File: src/rtl/lbdr_input_buffer.sv
// Per-port input flit FIFO feeding the LBDR stage, with show-ahead head-flit decode.
// Optional packet-framing checker is built when LBDR_BUF_PKT_CHECK_EN is defined.
module lbdr_input_buffer #(
  parameter int DATA_WIDTH = 32,
  parameter int DEPTH      = 4
) (
  input  logic                     clk,
  input  logic                     rst,
  input  logic                     wr_en,
  input  logic [DATA_WIDTH-1:0]    flit_in,
  output logic                     full,
  input  logic                     rd_en,
  output logic                     empty,
  output logic [DATA_WIDTH-1:0]    flit_out,
  output logic [2:0]               flit_id,
  output logic [3:0]               dst_addr,
  output logic [$clog2(DEPTH):0]   count,
  output logic                     err
);

  localparam int AW = $clog2(DEPTH);
  localparam int CW = AW + 1;

  logic [DATA_WIDTH-1:0] r_mem [DEPTH];
  logic [AW-1:0]         r_rd_ptr;
  logic [AW-1:0]         r_wr_ptr;
  logic [CW-1:0]         r_count;
  logic                  r_ovf_err;
  logic                  w_wr_acc;
  logic                  w_rd_acc;
  logic                  w_frame_err;

  assign full     = (r_count == CW'(DEPTH));
  assign empty    = (r_count == '0);
  assign count    = r_count;
  assign w_wr_acc = wr_en && !full;
  assign w_rd_acc = rd_en && !empty;

  assign flit_out = empty ? '0 : r_mem[r_rd_ptr];
  assign flit_id  = flit_out[DATA_WIDTH-1 -: 3];
  assign dst_addr = flit_out[3:0];

  // NOTE: storage carries no reset; validity is tracked by the pointers and count alone.
  always_ff @(posedge clk) begin
    if (w_wr_acc) r_mem[r_wr_ptr] <= flit_in;
  end

  // NOTE: reset is synchronous (sampled on the edge) and state uses non-blocking assignments only.
  always_ff @(posedge clk) begin
    if (!rst) begin
      r_rd_ptr  <= '0;
      r_wr_ptr  <= '0;
      r_count   <= '0;
      r_ovf_err <= 1'b0;
    end else begin
      if (w_wr_acc) r_wr_ptr <= r_wr_ptr + AW'(1);
      if (w_rd_acc) r_rd_ptr <= r_rd_ptr + AW'(1);
      case ({w_wr_acc, w_rd_acc})
        2'b10:   r_count <= r_count + CW'(1);
        2'b01:   r_count <= r_count - CW'(1);
        default: r_count <= r_count;
      endcase
      // A write into a full FIFO is dropped even if a pop frees a slot this edge.
      if (wr_en && full) r_ovf_err <= 1'b1;
    end
  end

`ifdef LBDR_BUF_PKT_CHECK_EN
  localparam logic [2:0] ID_HEADER  = 3'b001;
  localparam logic [2:0] ID_PAYLOAD = 3'b010;
  localparam logic [2:0] ID_TAIL    = 3'b100;

  typedef enum logic [0:0] {ST_IDLE, ST_BODY} state_t;

  state_t r_state;
  logic   r_frame_err;

  // Framing is judged on the flit actually leaving the FIFO, so it only advances on a pop.
  always_ff @(posedge clk) begin
    if (!rst) begin
      r_state     <= ST_IDLE;
      r_frame_err <= 1'b0;
    end else if (w_rd_acc) begin
      case (r_state)
        ST_IDLE: begin
          if (flit_id == ID_HEADER) r_state <= ST_BODY;
          else                      r_frame_err <= 1'b1;
        end
        ST_BODY: begin
          if (flit_id == ID_TAIL)          r_state <= ST_IDLE;
          else if (flit_id != ID_PAYLOAD)  r_frame_err <= 1'b1;
        end
      endcase
    end
  end

  assign w_frame_err = r_frame_err;
`else
  assign w_frame_err = 1'b0;
`endif

  assign err = r_ovf_err | w_frame_err;

endmodule

File: config.mk
export PLATFORM = sky130hd
export DESIGN_NAME = lbdr_input_buffer
export DESIGN_NICKNAME = d
export VERILOG_FILES = /design/src/rtl/lbdr_input_buffer.sv
export SDC_FILE = /design/constraint.sdc
export NUM_CORES = 1
export LEC_CHECK = 0
export ABC_AREA = 1
export CORE_MARGIN = 5
export CORE_UTILIZATION = 49
export CTS_CLUSTER_SIZE = 14
export DETAILED_ROUTE_END_ITERATION = 16
export MAX_ROUTING_LAYER = met4
export PLACE_DENSITY_LB_ADDON = 0.08
export SYNTH_ARGS = -nofsm -noshare
export SYNTH_HDL_FRONTEND = slang
export SYNTH_SLANG_ARGS = --single-unit
File: constraint.sdc
create_clock -name clk -period 2.29 [get_ports clk]
set_input_delay 0.229 -clock clk [delete_from_list [all_inputs] [get_ports clk]]
set_output_delay 0.229 -clock clk [all_outputs]
set_load 0.05 [all_outputs]
==> run_results.csv <==
group,metric,value,unit
setup_path,critical_path_depth,6,
final_timing,layout_min_cycle_time,2.195,ns
layout,dominant_cells,"flip-flops and latches",
die,design.core.area,0.01132,mm²
placement,placed_cells,670,
cts,cts_inserted_buffers,17,
layout,filler_cell_count,844,
layout,final_cell_mix,"134 x nor2_1, 128 x edfxtp_1, 45 x o21ai_1, 45 x buf_12, 40 x clkdlybuf4s50_1",
logic_synthesis,topCombFamilyByArea,"simple AND/OR/NAND/NOR gates",
setup_path,crit_path_max_incr_delay,0.49,ns
logic_synthesis,numSynthFlops,138,
pwr,power_dissipated_in_combinational_cells,5860,µW
die,num_rows,39,
layout,max_flop_register,"r_mem",
final_timing,report.final.slew_viol_count,0,
final_timing,slew-limit-headroom,55.37,%
setup_path,r2r_end,"count[2]$_SDFFE_PN0P_",
placement,io_buffers,80,
logic_synthesis,yosys.stat.seqShare,72.27,%
pwr,clk_power,2560,µW
global_route,use_met2,30.75,%
layout,nNetsFinal,588,
layout,areaGrowthSynthToFinish,35.60,%
layout,nNonClkBuffers,99,
pwr,standby_leakage_power,0.002710,µW
layout,seq_cell_count,138,
pwr,internal_power_of_the_cells,6965,µW
global_route,globalRouteMet1Util,22.40,%
logic_synthesis,synth.cellmix.adderShare,1.476,%
die,tap_cells,143,
global_route,grt_overall_usage,18.79,%
layout,area.share.combinational,17.33,%
pwr,pg_seq,3080,µW
cts,clock_tree_from_tritoncts,"yes",
logic_synthesis,dominant_cell_by_count_in_the_synthesized_netlist,"nor2_1",
setup_path,cp.arrival,1.97,ns
cts,buffers_from_clock_root_to_sink_at_most,2,
cts,insertion_delay,0.41,ns
detailed_routing,wl_met2,5951,µm
detailed_routing,detailed_router_s_first_iteration_violation_count,206,
layout,seq_share,53.33,%
logic_synthesis,enable_flop_cells,128,
layout,largest_register_ffs,128,
setup_path,worstRegToRegCells,13,
placement,finalWeightedCongestion,0.7507,
setup_path,critPathCaptureType,"output port",
placement,detailedPlacementHpwl,7291,µm
placement,pre_cts_slack,0.3530,ns
final_timing,worst-slew-pin-transition,0.6688,ns
setup_path,cp_slowest_cell,"inv_1",
final_timing,worst_clock_skew,0.009352,ns
pwr,totalPowerFinal,11500,µW
layout,final_cell_area,0.007587,mm²
pwr,power_frac_clock,22.3,%
detailed_routing,drc_errors,0,
logic_synthesis,synth_nets,500,
die,core_util_floorplan,49.43,%
layout,diodes,0,
detailed_routing,post_drt_wl_per_cell,16.45,µm
die,floorplan.die.height,116.9,µm
die,overall_chip_area,0.01366,mm²
pwr,power_switching_share,39.42,%
cts,ctsRootBufferMaster,"clkbuf_16",
logic_synthesis,count_of_instantiated_cells_in_the_yosys_netlist,458,
setup_path,cp-start-kind,"flop",
detailed_routing,number_of_vias_per_cell,5.127,
setup_path,critical-path-top-delay-family,"buffers and inverters",
pwr,netSwitchingPower,4532,µW
pwr,power.density_cell_area,1515,mW/mm²
final_timing,setup-tns-final,0,ns
final_timing,final-setup-viol-count,0,
run_status,run_status,"complete, no violations",
logic_synthesis,avgSynthCellArea,12.22,µm²
cts,clock_sink_count,138,
logic_synthesis,async_set_or_reset_flop_fraction_in_the_synthesized_netlist,0,%
detailed_routing,vias_after_detailed_routing,3599,
layout,layout-drive-gt1-share,20.21,%
layout,nonClockInverterCount,21,
die,die_w,116.9,µm
global_route,grt_max_degree,65,
logic_synthesis,synth.cellmix.xorXnorShare,0,%
layout,ff_latch_area,0.004046,mm²
logic_synthesis,synthMuxAreaShare,0,%
global_route,global_route.peak_usage_layer,"met2",
logic_synthesis,synth_top_cell_by_area,"edfxtp_1",
setup_path,cp_max_fanout,17,
pwr,top_power_group,"combinational logic",
pwr,power_frac_seq,26.8,%
setup_path,worst_r2r_startpoint,"count[2]$_SDFFE_PN0P_",
final_timing,unrepaired_setup_endpoints_after_global_routing,"true",
flow_run,warnings,31,
hold_path,hp-class,"in2reg",
global_route,grt_first_pass_wirelength,18510,µm
placement,postPlaceCellArea,0.007007,mm²
setup_path,worst_ep_required_time,2.06,ns
detailed_routing,drt-pass1-iter-count,4,
logic_synthesis,compound_area_share,9.973,%
global_route,gr-total-overflow,0,
setup_path,setup_cp_type,"reg2out",
detailed_routing,final_antenna_net_count,0,
flow_run,cap_viol_max_count,0,
setup_path,ff2ff_setup_slack,0.46,ns
global_route,globalRouteMet3Util,4.576,%
pwr,combPwrFrac,51.0,%
hold_path,worst_hold_startpoint,"flit_in[4]",
detailed_routing,route.met3.wl,543,µm
final_timing,period_used_share,95.84,%
logic_synthesis,synthDistinctLibCells,20,
layout,layout.area.comb,0.001315,mm²
final_timing,maxClockFrequency,455.6,MHz
detailed_routing,wirelength,11550,µm
logic_synthesis,yosys_most_used_dff,"edfxtp_1",
setup_path,critical_path.n_buffers_inverters,3,
layout,mostFrequentLayoutCell,"nor2_1",
cts,ctsHoldBuffers,0,
layout,bufAreaShareNonClock,18.54,%
detailed_routing,wl_met1,4896,µm
logic_synthesis,synthTopCellsByArea,"edfxtp_1 69%, nor2_1 9.3%, o21ai_1 4.0%",
logic_synthesis,syn-instance-count,458,
**Met3 routing**

Scale: 4 px per µm.
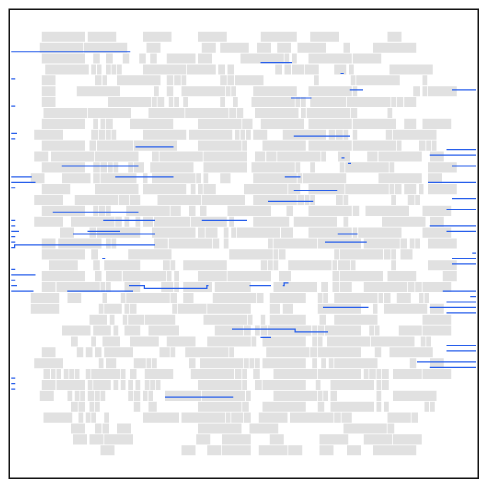
wire length on this layer	543 µm
share of all routed wire	4.7%

**Nets reached from selected ports**

Scale: 2 px per µm.
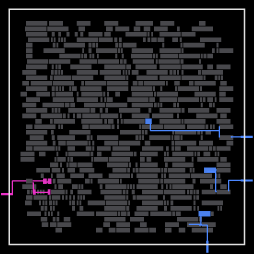
port	colour	direction	edge	end cells	buffers	wire
`wr_en`	magenta	input	left	4	1	36.3 µm
`flit_id`	blue	output	2 right, 1 bottom	3	3	102 µm

Power and IR drop assume default switching activity.
